run_1/layers.png
Drawn at 3 px/um.
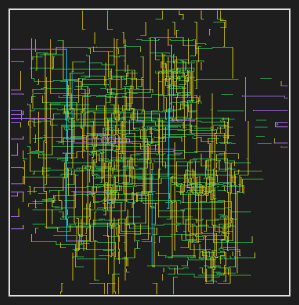
run_1/clock_wires.png
Drawn at 4 px/um.
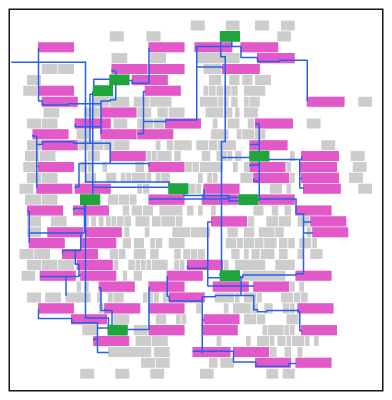
run_1/clock_nets.png
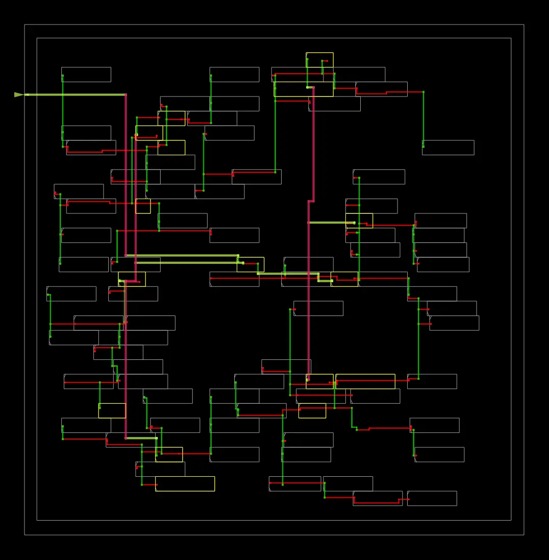
File: src/rtl/seg_scan_ctrl.sv
// seg_scan_ctrl: time-multiplexed scan controller for a common-anode
// multi-digit seven-segment display, with an all-off guard gap between
// digits, leading-zero blanking and a double-buffered (shadow/display) value.
//
// Ports:
//   clk, rst     system clock, asynchronous active-high reset
//   load         strobe: capture value_in/dp_in into the shadow register
//   value_in     packed BCD, nibble i = digit i (digit 0 rightmost)
//   dp_in        decimal-point enables, bit i = digit i
//   lz_en        leading-zero suppression enable (live)
//   an           digit anodes, active-low
//   seg          segments {g,f,e,d,c,b,a}, active-low
//   dp_n         decimal point, active-low
//   pending      shadow holds data not yet displayed
//   frame_done   one-cycle pulse when display is reloaded at a frame boundary
//
// state  | meaning
// -------+---------------------------------------------------------
// ST_GAP | guard gap, all anodes off, BLANK_CYC cycles
// ST_ON  | anode idx low, segments from digit idx, REFRESH_DIV-BLANK_CYC cycles

module seg_scan_ctrl #(
  parameter int NUM_DIGITS  = 4,
  parameter int REFRESH_DIV = 50000,
  parameter int BLANK_CYC   = 500
) (
  input  logic                    clk,
  input  logic                    rst,
  input  logic                    load,
  input  logic [4*NUM_DIGITS-1:0] value_in,
  input  logic [NUM_DIGITS-1:0]   dp_in,
  input  logic                    lz_en,
  output logic [NUM_DIGITS-1:0]   an,
  output logic [6:0]              seg,
  output logic                    dp_n,
  output logic                    pending,
  output logic                    frame_done
);

  localparam int CW = (REFRESH_DIV > 1) ? $clog2(REFRESH_DIV) : 1;
  localparam int IW = (NUM_DIGITS > 1) ? $clog2(NUM_DIGITS) : 1;
  localparam logic [CW-1:0] GAP_LAST = CW'(BLANK_CYC - 1);
  localparam logic [CW-1:0] ON_LAST  = CW'(REFRESH_DIV - BLANK_CYC - 1);
  localparam logic [IW-1:0] IDX_LAST = IW'(NUM_DIGITS - 1);

  typedef enum logic {ST_GAP, ST_ON} state_t;

  state_t                  state_q, state_d;
  logic [CW-1:0]           cnt_q, cnt_d;
  logic [IW-1:0]           idx_q, idx_d;
  logic [4*NUM_DIGITS-1:0] shadow_q, shadow_d;
  logic [4*NUM_DIGITS-1:0] disp_q, disp_d;
  logic [NUM_DIGITS-1:0]   dps_q, dps_d;
  logic [NUM_DIGITS-1:0]   dpd_q, dpd_d;
  logic                    pending_q, pending_d;
  logic                    fd_q, fd_d;
  logic [NUM_DIGITS-1:0]   an_q, an_d;
  logic [6:0]              seg_q, seg_d;
  logic                    dpn_q, dpn_d;

  logic                    boundary;
  logic                    run_zero;
  logic [NUM_DIGITS-1:0]   zero_above;
  logic [3:0]              nib;
  logic                    suppress;

  function automatic logic [6:0] bcd_to_seg(input logic [3:0] n);
    case (n)
      4'd0:    bcd_to_seg = 7'b1000000;
      4'd1:    bcd_to_seg = 7'b1111001;
      4'd2:    bcd_to_seg = 7'b0100100;
      4'd3:    bcd_to_seg = 7'b0110000;
      4'd4:    bcd_to_seg = 7'b0011001;
      4'd5:    bcd_to_seg = 7'b0010010;
      4'd6:    bcd_to_seg = 7'b0000010;
      4'd7:    bcd_to_seg = 7'b1111000;
      4'd8:    bcd_to_seg = 7'b0000000;
      4'd9:    bcd_to_seg = 7'b0011000;
      default: bcd_to_seg = 7'b1111111;
    endcase
  endfunction

  always_comb begin
    state_d  = state_q;
    cnt_d    = cnt_q + 1'b1;
    idx_d    = idx_q;
    boundary = 1'b0;
    case (state_q)
      ST_GAP: begin
        if (cnt_q == GAP_LAST) begin
          state_d = ST_ON;
          cnt_d   = '0;
        end
      end
      default: begin
        if (cnt_q == ON_LAST) begin
          state_d = ST_GAP;
          cnt_d   = '0;
          if (idx_q == IDX_LAST) begin
            idx_d    = '0;
            boundary = 1'b1;
          end else begin
            idx_d = idx_q + 1'b1;
          end
        end
      end
    endcase

    // Display only reloads when leaving the last digit, so a frame never tears.
    disp_d = disp_q;
    dpd_d  = dpd_q;
    if (boundary && pending_q) begin
      disp_d = shadow_q;
      dpd_d  = dps_q;
    end
    fd_d = boundary && pending_q;

    // A load on the boundary edge lands in the shadow after the transfer above
    // has already taken the old shadow, so it must keep pending set.
    shadow_d  = shadow_q;
    dps_d     = dps_q;
    pending_d = pending_q;
    if (boundary) pending_d = 1'b0;
    if (load) begin
      shadow_d  = value_in;
      dps_d     = dp_in;
      pending_d = 1'b1;
    end

    // zero_above[i]: nibbles i..NUM_DIGITS-1 of the next display value are all 0
    zero_above = '0;
    run_zero   = 1'b1;
    for (int i = NUM_DIGITS - 1; i >= 0; i--) begin
      run_zero      = run_zero & (disp_d[4*i +: 4] == 4'd0);
      zero_above[i] = run_zero;
    end

    nib      = disp_d[{idx_d, 2'b00} +: 4];
    suppress = lz_en && (idx_d != '0) && zero_above[idx_d];

    // Outputs are computed from the next state so they change on the same
    // edge as the state they reflect.
    an_d  = '1;
    seg_d = 7'h7F;
    dpn_d = 1'b1;
    if (state_d == ST_ON) begin
      an_d[idx_d] = 1'b0;
      seg_d       = suppress ? 7'h7F : bcd_to_seg(nib);
      dpn_d       = ~dpd_d[idx_d];
    end
  end

  always_ff @(posedge clk or posedge rst) begin
    if (rst) begin
      state_q   <= ST_GAP;
      cnt_q     <= '0;
      idx_q     <= '0;
      shadow_q  <= '0;
      disp_q    <= '0;
      dps_q     <= '0;
      dpd_q     <= '0;
      pending_q <= 1'b0;
      fd_q      <= 1'b0;
      an_q      <= '1;
      seg_q     <= 7'h7F;
      dpn_q     <= 1'b1;
    end else begin
      state_q   <= state_d;
      cnt_q     <= cnt_d;
      idx_q     <= idx_d;
      shadow_q  <= shadow_d;
      disp_q    <= disp_d;
      dps_q     <= dps_d;
      dpd_q     <= dpd_d;
      pending_q <= pending_d;
      fd_q      <= fd_d;
      an_q      <= an_d;
      seg_q     <= seg_d;
      dpn_q     <= dpn_d;
    end
  end

  assign an         = an_q;
  assign seg        = seg_q;
  assign dp_n       = dpn_q;
  assign pending    = pending_q;
  assign frame_done = fd_q;

endmodule
File: config.mk
export PLATFORM = sky130hd
export DESIGN_NAME = seg_scan_ctrl
export DESIGN_NICKNAME = d
export VERILOG_FILES = /design/src/rtl/seg_scan_ctrl.sv
export SDC_FILE = /design/constraint.sdc
export NUM_CORES = 1
export LEC_CHECK = 0
export CAP_MARGIN = 10
export CORE_AREA = 2 2 91 93
export DETAILED_ROUTE_END_ITERATION = 16
export DIE_AREA = 0 0 93 95
export PLACE_DENSITY = 0.69
export SETUP_SLACK_MARGIN = 0.15
export SLEW_MARGIN = 25
export SYNTH_ARGS = -nofsm -noshare
export SYNTH_HDL_FRONTEND = slang
export SYNTH_SLANG_ARGS = --single-unit
File: constraint.sdc
create_clock -name clk -period 5 [get_ports clk]
set_clock_uncertainty 0.2 [all_clocks]
set_input_delay 0.5 -clock clk [delete_from_list [all_inputs] [get_ports clk]]
set_output_delay 0.5 -clock clk [all_outputs]
set_load 0.005 [all_outputs]
==> changes_impl.md, run 1 <==
### Physical design

- Well Taps: 105
- WL met3: 227 um
- Dominant flop cell: dfrtp_1
- Met2 WL: 3.19 mm
- Busiest grt layer: met2
- Wire per inst: 14.4 um
- Slowest-stage cell, CP: or4_1
- Yosys top cell by area: dfrtp_1
- Flop share of the area: 0.436
- Total die size: 8840 um^2
- Pre-CTS setup slack: 908 ps
- FP Util: 0.439
- Mapped Nets: 347
- Dpl cells: 451
- Top-count cell post-synth: dfrtp_1
- Async SR Flop Fraction: 1.00
- Post-layout util: 0.533
- Logic share of the area: 0.367
- Yosys Warn Count: 0
- Most frequent cells in the layout: dfrtp_1, nand2_1, clkdlybuf4s50_1, mux2_2, nor2_1
- Hold path depth: 2
- Slowest cell delay on critical path: 720 ps
- Post-DP HPWL: 4.88 mm
- Worst Reg-to-Reg Cells: 10
- Psw: 249 uW
- Nets: 388
- Initial DRC count: 99
- Layout clock area frac: 0.0622
- Wl on met1: 3.12 mm
- Residual DRC: 0
- Status: completed
- RSZ-0062 raised after global routing: false
- Worst Setup EP: seg[3]
- All-Layer GR Usage: 0.173
- Clock transition at the registers of the reported paths: 70 ps
- Signal buf overhead: 0.0930
- R2R Path Start: cnt_q[2]
- Pwr Density: 298 nW/um^2
- Clock Path Buffers: 2
- Top pwr grp: sequential cells
- Top cell excl fill/tap: dfrtp_1
- Largest registers: cnt_q: 16 flops, disp_q: 16 flops, shadow_q: 16 flops
- Comb pwr: 51.3 uW
- Number of non-clock inverters in the layout: 12
- Routed vias/inst: 5.21
- Max-slew violation count: 0
- Worst setup startpoint: cnt_q[2]
- Die Width: 93 um
- Final setup TNS: 0 ps
- Post-CTS setup buffer count: 0
- H-tree depth: 3
- Crit path required time: 5100 ps
- Top logic family: simple AND/OR/NAND/NOR gates
- Setup Crit Path Kind: reg -> reg
- Post-synthesis instance area: 3480 um^2
- Floorplan row count: 33
- R2R Setup Slk: 1100 ps
- GR Overflow Total: 0
- CTS tree: yes
- Post-CTS Hold Buffers: 0
- Worst hold slack: 275 ps
- Final Worst Setup Slack: 1100 ps
- F_max: 256 MHz
- Maxcap violations: 0
- Sequential element share of the synthesized area: 0.530
- Top Family by Delay on Critical Path: simple AND/OR/NAND/NOR gates
- Sw Ratio: 0.198
- DRT Wirelength: 6.73 mm
- Die H: 95 um
- Internal power: 1.01 mW
- Area fraction in xor and xnor cells: 0.0353
- Seq. cell area: 1840 um^2
- CP Capture Type: flip-flop
- Hold Path Class: reg -> reg
- Aoi share: 0.0946
## Picture notes: layers.png
legend:
  M3:
    colour: purple
    wire_length: 227 um
  M4:
    colour: cyan
    wire_length: 200 um
  M1:
    colour: green
    wire_length: 3,120 um
  M2:
    colour: yellow
    wire_length: 3,190 um

## Picture notes: clock_wires.png
legend:
  clock-net drivers:
    colour: green
    count: 9
  flip-flops:
    colour: magenta
    count: 73
  clock wires:
    colour: blue
    length: 922 um
flops lie: spread over the die

## Picture notes: clock_nets.png
CTS Buf Count: 9
Power Clock: 590 uW
Layout clock buffers: 12
layout sequential cell count: 73
CTS sink count: 73

==> run 2: changes to the inputs <==
clock period = 3.7 ns   (was 5 ns; I/O delays follow)
==> changes_impl.md, run 2 <==
### Physical design

- Status: completed
- Critical path peak fanout: 11
- Sw Ratio: 0.224 (+0.0259)
- Post-synthesis instance area: 3480 um^2 (unchanged)
- Count of tool warnings: 30
- Simple-Gate Area Share: 0.182
- Yosys top cell by area: dfrtp_1
- Worst rel slew slack: 0.388
- 1st-pass router iterations: 4
- Dominant flop cell: dfrtp_1
- CTS Buf Count: 9 (unchanged)
- Post-route insts no fill: 485
- CTS tree: yes
- Psw: 338 uW (+36%)
- Routed vias/inst: 5.25 (+0.76%)
- Post-layout util: 0.546 (+0.0125)
- Initial DRC count: 128 (+29%)
- Post-synthesis cell type count: 55
- Synth area leaders: dfrtp_1, dfstp_2, mux2_2, nand2_1, nand3_1
- Yosys adder share: 0.0252
- Floorplan row count: 33 (unchanged)
- Final hold violations: 0
- Internal power: 1.18 mW (+16%)
- Dpl cells: 456 (+1.1%)
- Top cell excl fill/tap: dfrtp_1
- All-Layer GR Usage: 0.167 (-0.00607)
- WL met3: 323 um (+42%)
- Initial antenna violation count: 0
- Die Width: 93 um (unchanged)
- Mean Syn Cell Area: 11.0 um^2
- Gate power share: 0.046
- Final Worst Setup Slack: 286 ps (-812 ps)
- Share of the synthesized area in the top cell type: 0.439
- Total die size: 8840 um^2 (unchanged)
- Antenna-violating nets left: 0
- Count of buffers from port buffering: 37
- Logic share of the area: 0.366 (-0.000862)
- Cells after Synth: 316
- H-tree depth: 3 (unchanged)
- Sequential power: 837 uW
- Design Area, Final: 4330 um^2
- Post-synthesis mux area share: 0.108
- Sequential element share of the synthesized area: 0.530 (unchanged)
- R2R Setup Slk: 290 ps (-810 ps)
- Worst VDD drop: 0.269 mV
- Post-CTS Hold Buffers: 0 (unchanged)
- Top-count cell post-synth: dfrtp_1
- Post-synth EDFFs: 0
- Pre-CTS setup slack: 158 ps (-750 ps)
- Final setup TNS: 0 ps (unchanged)
- Layout sequential cell count: 73 (unchanged)
- Layout clock buffers: 10 (-2)
- GRT met1 Usage: 0.222
- F_max: 293 MHz (+14%)
- Largest registers: cnt_q: 16 flops, disp_q: 16 flops, shadow_q: 16 flops
- Top logic family: simple AND/OR/NAND/NOR gates
- Final worst-path cycle share: 0.923
- Residual DRC: 0 (unchanged)
- Well Taps: 105 (unchanged)
- Slowest cell delay on critical path: 610 ps (-110 ps)
- Met2 WL: 3.31 mm (+3.9%)
- FP Util: 0.439 (unchanged)
- Setup Crit Path Kind: reg -> reg
- CTS sink count: 73 (unchanged)
- Setup crit start kind: flip-flop
- Number of non-clock inverters in the layout: 12 (unchanged)
- Critical path depth: 10
- Max-slew violation count: 0 (unchanged)
- RR Endpoint: seg[0]
- Worst hold slack: 207 ps (-68.2 ps)
- Async SR Flop Fraction: 1.00 (unchanged)
- Leakage: 1.99 nW
- Yosys cell count: 316
- Met2 GRT Util: 0.260
- Logic Gate Count: 221
- Yosys Warn Count: 0 (unchanged)
- Hold Path Class: in -> async
- Top pwr grp: sequential cells
- Final setup vio count: 0
- Non-clock buffers: 58
- GP Congestion: 0.881
- Clock transition at the registers of the reported paths: 80 ps (about the same)
- Layout clock area frac: 0.0454 (-0.0168)
- Area after DPL: 4000 um^2
- Root Buffer: clkbuf_8
- Top Family by Delay on Critical Path: simple AND/OR/NAND/NOR gates
- Signal buf overhead: 0.122 (+0.0291)
- R2R Path Start: cnt_q[1]
- Post-DP HPWL: 5.03 mm (+3.0%)
- Pwr Density: 350 nW/um^2 (+17%)
- Overall power: 1.51 mW
- Nets: 406 (+4.6%)
- RSZ-0062 raised after global routing: false
- Layout filler cell count: 720
- Area fraction in xor and xnor cells: 0.0353 (unchanged)
- Wire per inst: 14.4 um (-0.18%)
- Crit path required time: 3780 ps (-1320 ps)
- WP buf/inv: 1
- Fin crit period: 3410 ps
- DRT Wirelength: 6.98 mm (+3.7%)
- CTS resizes: 1
- Most frequent cells in the layout: dfrtp_1, nand2_1, clkdlybuf4s50_1, mux2_2, nor2_1
- Maxcap violations: 0 (unchanged)
- Tightest Pin Transition: 910 ps
- Worst setup startpoint: cnt_q[1]
- # diodes: 0
- Busiest grt layer: met2
- Worst Reg-to-Reg Cells: 10 (unchanged)
- Comb pwr: 69.9 uW (+36%)
- Layout cell share with drive strength beyond 1: 0.258
- Post-CTS setup buffer count: 0 (unchanged)
- Synthesis area per yosys: 3480 um^2
- Wl on met1: 3.24 mm (+3.9%)
- Worst Setup EP: seg[0]
- Reg power frac: 0.553
- GR Overflow Total: 0 (unchanged)
- Seq. cell area: 1840 um^2 (unchanged)
- Mapped Nets: 347 (unchanged)
- Aoi share: 0.0946 (unchanged)
- Slowest-stage cell, CP: or4_4
- Clock Path Buffers: 2 (unchanged)
- Highest routed layer: met4
- Largest net degree at the start of global routing: 46
- Flop share of the area: 0.426 (-0.00996)
- Vias: 2,546
- CP Capture Type: flip-flop
- First-pass GRT wire length: 11.4 mm
- Die H: 95 um (unchanged)
run_2/clock_nets.png
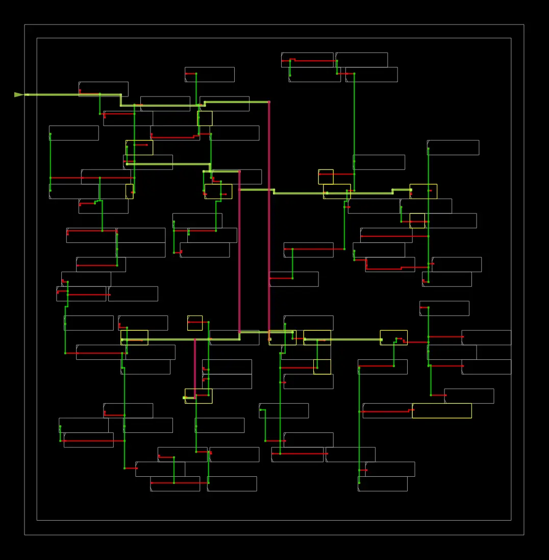
Worst-Skew Late Latency: 350 ps
Power Clock: 607 uW

run_2/m3.png
Drawn at 4 px/um.
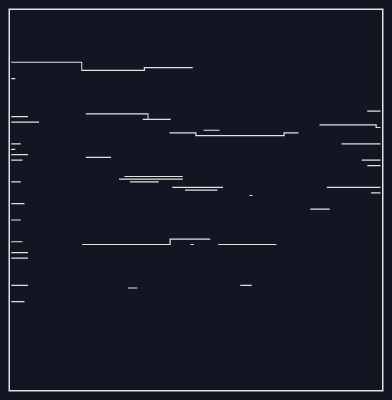
main direction: horizontal
share of all routed wire: 4.6%

Power is estimated from default activity; no workload was simulated.
